===== config.mk =====
export PLATFORM = sky130hd
export DESIGN_NAME = if_stage
export DESIGN_NICKNAME = d
export VERILOG_FILES = /design/src/rtl/if_stage.sv
export SDC_FILE = /design/constraint.sdc
export NUM_CORES = 1
export LEC_CHECK = 0
export ABC_CLOCK_PERIOD_IN_PS = 10000
export CORE_MARGIN = 1
export CORE_UTILIZATION = 54
export CTS_CLUSTER_DIAMETER = 150
export DETAILED_ROUTE_END_ITERATION = 12
export GPL_TIMING_DRIVEN = 0
export PLACE_DENSITY = 0.78
export SETUP_SLACK_MARGIN = 0.2
export SYNTH_ARGS = -nofsm -noshare
export SYNTH_HDL_FRONTEND = slang
export SYNTH_SLANG_ARGS = --single-unit

===== constraint.sdc =====
create_clock -name clk -period 10 [get_ports clk]
set_input_delay 1.5 -clock clk [delete_from_list [all_inputs] [get_ports clk]]
set_output_delay 1.5 -clock clk [all_outputs]
set_load 0.02 [all_outputs]

===== src/rtl/if_stage.sv =====
// Instruction fetch stage: credit-limited request issue, in-order response
// tracking, 2-entry instruction buffer and branch redirect with stale-drop.
module if_stage #(
  parameter logic [31:0] RESET_PC  = 32'h0000_0000,
  parameter logic [31:0] NOP_INSTR = 32'h0000_0013
) (
  input  logic        clk,
  input  logic        reset,
  output logic        imem_req_valid,
  output logic [31:0] imem_req_addr,
  input  logic        imem_req_ready,
  input  logic        imem_rsp_valid,
  input  logic [31:0] imem_rsp_data,
  input  logic        id_ready,
  input  logic        br,
  input  logic [31:0] br_location,
  output logic        instr_valid,
  output logic [31:0] instruction,
  output logic [31:0] pc
);

  logic [31:0] fetch_pc;
  logic [31:0] buf_word [2];
  logic [31:0] buf_pc   [2];
  logic        buf_head;
  logic [1:0]  buf_count;
  logic [31:0] inf_pc   [2];
  logic        inf_head;
  logic [1:0]  outstanding;
  logic [1:0]  drop_count;

  logic        consume;
  logic        redirect;
  logic        req_fire;
  logic        rsp_take;
  logic        rsp_keep;
  logic [2:0]  used;
  logic [1:0]  outstanding_next;
  logic [31:0] target;

  always_comb begin
    instr_valid = buf_count != 2'd0;
    instruction = instr_valid ? buf_word[buf_head] : NOP_INSTR;
    pc          = instr_valid ? buf_pc[buf_head] : '0;
    consume     = instr_valid && id_ready;
    redirect    = consume && br;
    target      = br_location & 32'hFFFF_FFFC;
    // The slot freed by this cycle's consume counts as a credit, so a
    // 1-cycle memory sustains one instruction per cycle.
    used = {1'b0, buf_count} + {1'b0, outstanding} - {2'b00, consume};
    imem_req_valid   = !reset && !redirect && (used < 3'd2);
    imem_req_addr    = fetch_pc;
    req_fire         = imem_req_valid && imem_req_ready;
    rsp_take         = imem_rsp_valid && (outstanding != 2'd0);
    rsp_keep         = rsp_take && (drop_count == 2'd0);
    outstanding_next = outstanding + {1'b0, req_fire} - {1'b0, rsp_take};
  end

  always_ff @(posedge clk or posedge reset) begin
    if (reset) begin
      fetch_pc    <= RESET_PC;
      buf_head    <= 1'b0;
      buf_count   <= '0;
      inf_head    <= 1'b0;
      outstanding <= '0;
      drop_count  <= '0;
      for (int unsigned i = 0; i < 2; i++) begin
        buf_word[i] <= '0;
        buf_pc[i]   <= '0;
        inf_pc[i]   <= '0;
      end
    end else begin
      outstanding <= outstanding_next;
      if (rsp_take)
        inf_head <= ~inf_head;
      if (req_fire) begin
        fetch_pc <= fetch_pc + 32'd4;
        inf_pc[inf_head ^ outstanding[0]] <= fetch_pc;
      end
      if (redirect) begin
        // Every request still in flight after this edge belongs to the old path.
        fetch_pc   <= target;
        buf_count  <= '0;
        drop_count <= outstanding_next;
      end else begin
        if (rsp_take && (drop_count != 2'd0))
          drop_count <= drop_count - 2'd1;
        if (rsp_keep) begin
          buf_word[buf_head ^ buf_count[0]] <= imem_rsp_data;
          buf_pc[buf_head ^ buf_count[0]]   <= inf_pc[inf_head];
        end
        if (consume)
          buf_head <= ~buf_head;
        buf_count <= buf_count + {1'b0, rsp_keep} - {1'b0, consume};
      end
    end
  end

endmodule


Fig. 1: signal wires on met1
Drawn at 3 px/um.
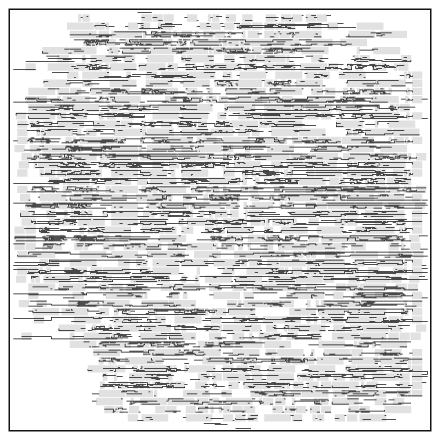
- longest straight run: 51.5 um
- nets with wire on the layer: 1047
- share of all routed wire: 46%
- wire length on this layer: 10800 um
- main direction: horizontal

Fig. 2: M2 wires
Drawn at 3 px/um.
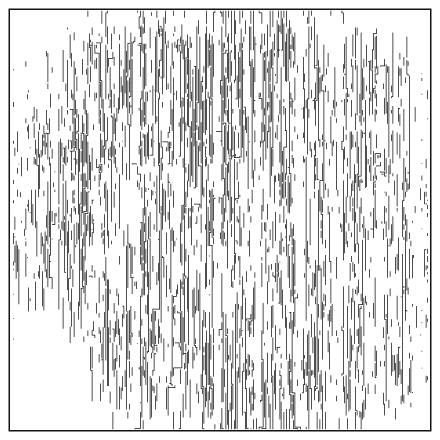
- nets with wire on the layer: 993
- longest straight run: 54.4 um
- wire length on this layer: 11200 um
- share of all routed wire: 48%
- main direction: vertical

Fig. 3: the metal 3 layer
Drawn at 2 px/um.
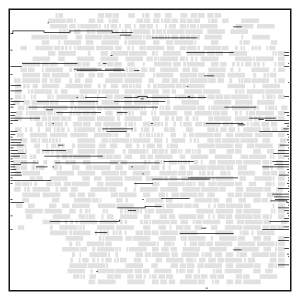
- wire length on this layer: 1110 um
- share of all routed wire: 4.8%
- main direction: horizontal
- longest straight run: 64.4 um

==> results_dict.tcl <==
# place-and-route summary
set metrics [dict create \
    ys.warnings.count 0 \
    cts_tree "built" \
    cts_max_level 1 \
    max_freq_mhz 177.9 \
    post_drt_via_cell_ratio 5.463 \
    reg2reg_from "buf_count[0]" \
    p_per_area_mw_per_mm2 365.1 \
    r2r-end "drop_count[1]" \
    startpoint "reset" \
    grt_max_degree 139 \
    ys_sh_simple_pct 10.14 \
    status "complete, no violations" \
    synth_xor_xnor_area_share_pct 3.320 \
    finalSetupTns_ns 0 \
    final-instance-count-excl-fill 1327 \
    required_ns 8.50 \
    grt_antenna_before_repair 0 \
    ys_cells 890 \
    nNetsFinal 1158 \
    ant_nets 0 \
    maxSlewViolCount 0 \
    via_count 7249 \
    clock-sinks 222 \
    ff_type "dfrtp_1" \
    netlist_top_cells_count "dfrtp_1, nor2_1, mux2_2, mux2i_1, a21oi_1" \
    total_power_w 0.004720 \
    setup_viol 0 \
    period_needed_ns 5.623 \
    cts-hold-fix-buffers 0 \
    slew_headroom_pct 41.02 \
    num_antenna_cells 0 \
    grt_pass1_wl_um 38590 \
    p_leak_nw 5.729 \
    hp-class "flip-flop to flip-flop" \
    fin_area_mm2 0.01293 \
    yosysTopAreaCell "dfrtp_1" \
    clock-skew-final_ns 0.009871 \
    dp_slack_ns 4.262 \
    postPlaceCellArea_mm2 0.01224 \
    core-area_mm2 0.01871 \
    drive_gt1_share_pct 18.02 \
]
==> placed cells by master, fill, tap and decap left out, types with 4 or more instances in the layout <==
master           netlist  layout
ha_1                   7       7
clkbuf_16              0      23
clkbuf_1              17      24
nand2_1               46      46
buf_1                 10      10
clkdlybuf4s50_1        0     161
dfrtp_1              222     222
mux2_2               121     121
xnor2_1               31      31
o21ai_1                5       5
buf_4                 10      10
clkbuf_8               0       5
nand4_1               10      10
conb_1                 1       4
buf_2                 19      19
a21oi_1               62      62
nor4_1                 5       5
nor2_1               134     134
xor2_1                 8       8
o21ai_0               23      23
nor3_1                11      11
nand3_1                8       8
mux2i_1               93      93
inv_1                 14      13
==> power by group <==
part           leakage, nW  total (W)  internal, W  switching, W
combinational         2.69    0.00229      0.00113       0.00117
sequential            2.70    0.00164      0.00133      0.000303
clock                0.336   0.000790     0.000458      0.000332
==> flip-flops by register name (all words and copies together), names as in the netlist <==
name / flops
buf_head: 1
inf_head: 1
buf_word: 64
buf_pc: 60
imem_req_addr: 30
drop_count: 2
buf_count: 2
inf_pc: 60
outstanding: 2
==> layout make-up <==
class,count,area [um2]
Clock buffer,35,670.6
Fill cell,1410,5779
Tap cell,234,292.8
Timing Repair Buffer,162,1639
Buffer,59,347.8
Sequential cell,222,5555
Clock inverter,3,17.52
Multi-Input combinational cell,597,4339
Inverter,15,63.81
==> layer usage <==
layer	up-vias	GRT usage, %	routed length (um)
met5	-	0	0
met4	0	5.784	352
met1	3598	35.59	10810
met3	33	3.556	1114
li1	3426	-	-
met2	192	40.32	11210
==> worst max-delay path: stages <==
cell	delay, ns
clkdlybuf4s50_1	0.59
inv_8	0.51
buf_16	0.53
nand3_1	0.15
nor2_1	0.14
clkdlybuf4s50_1	0.65
No activity file was given, so power comes from the tool's default toggle rates.
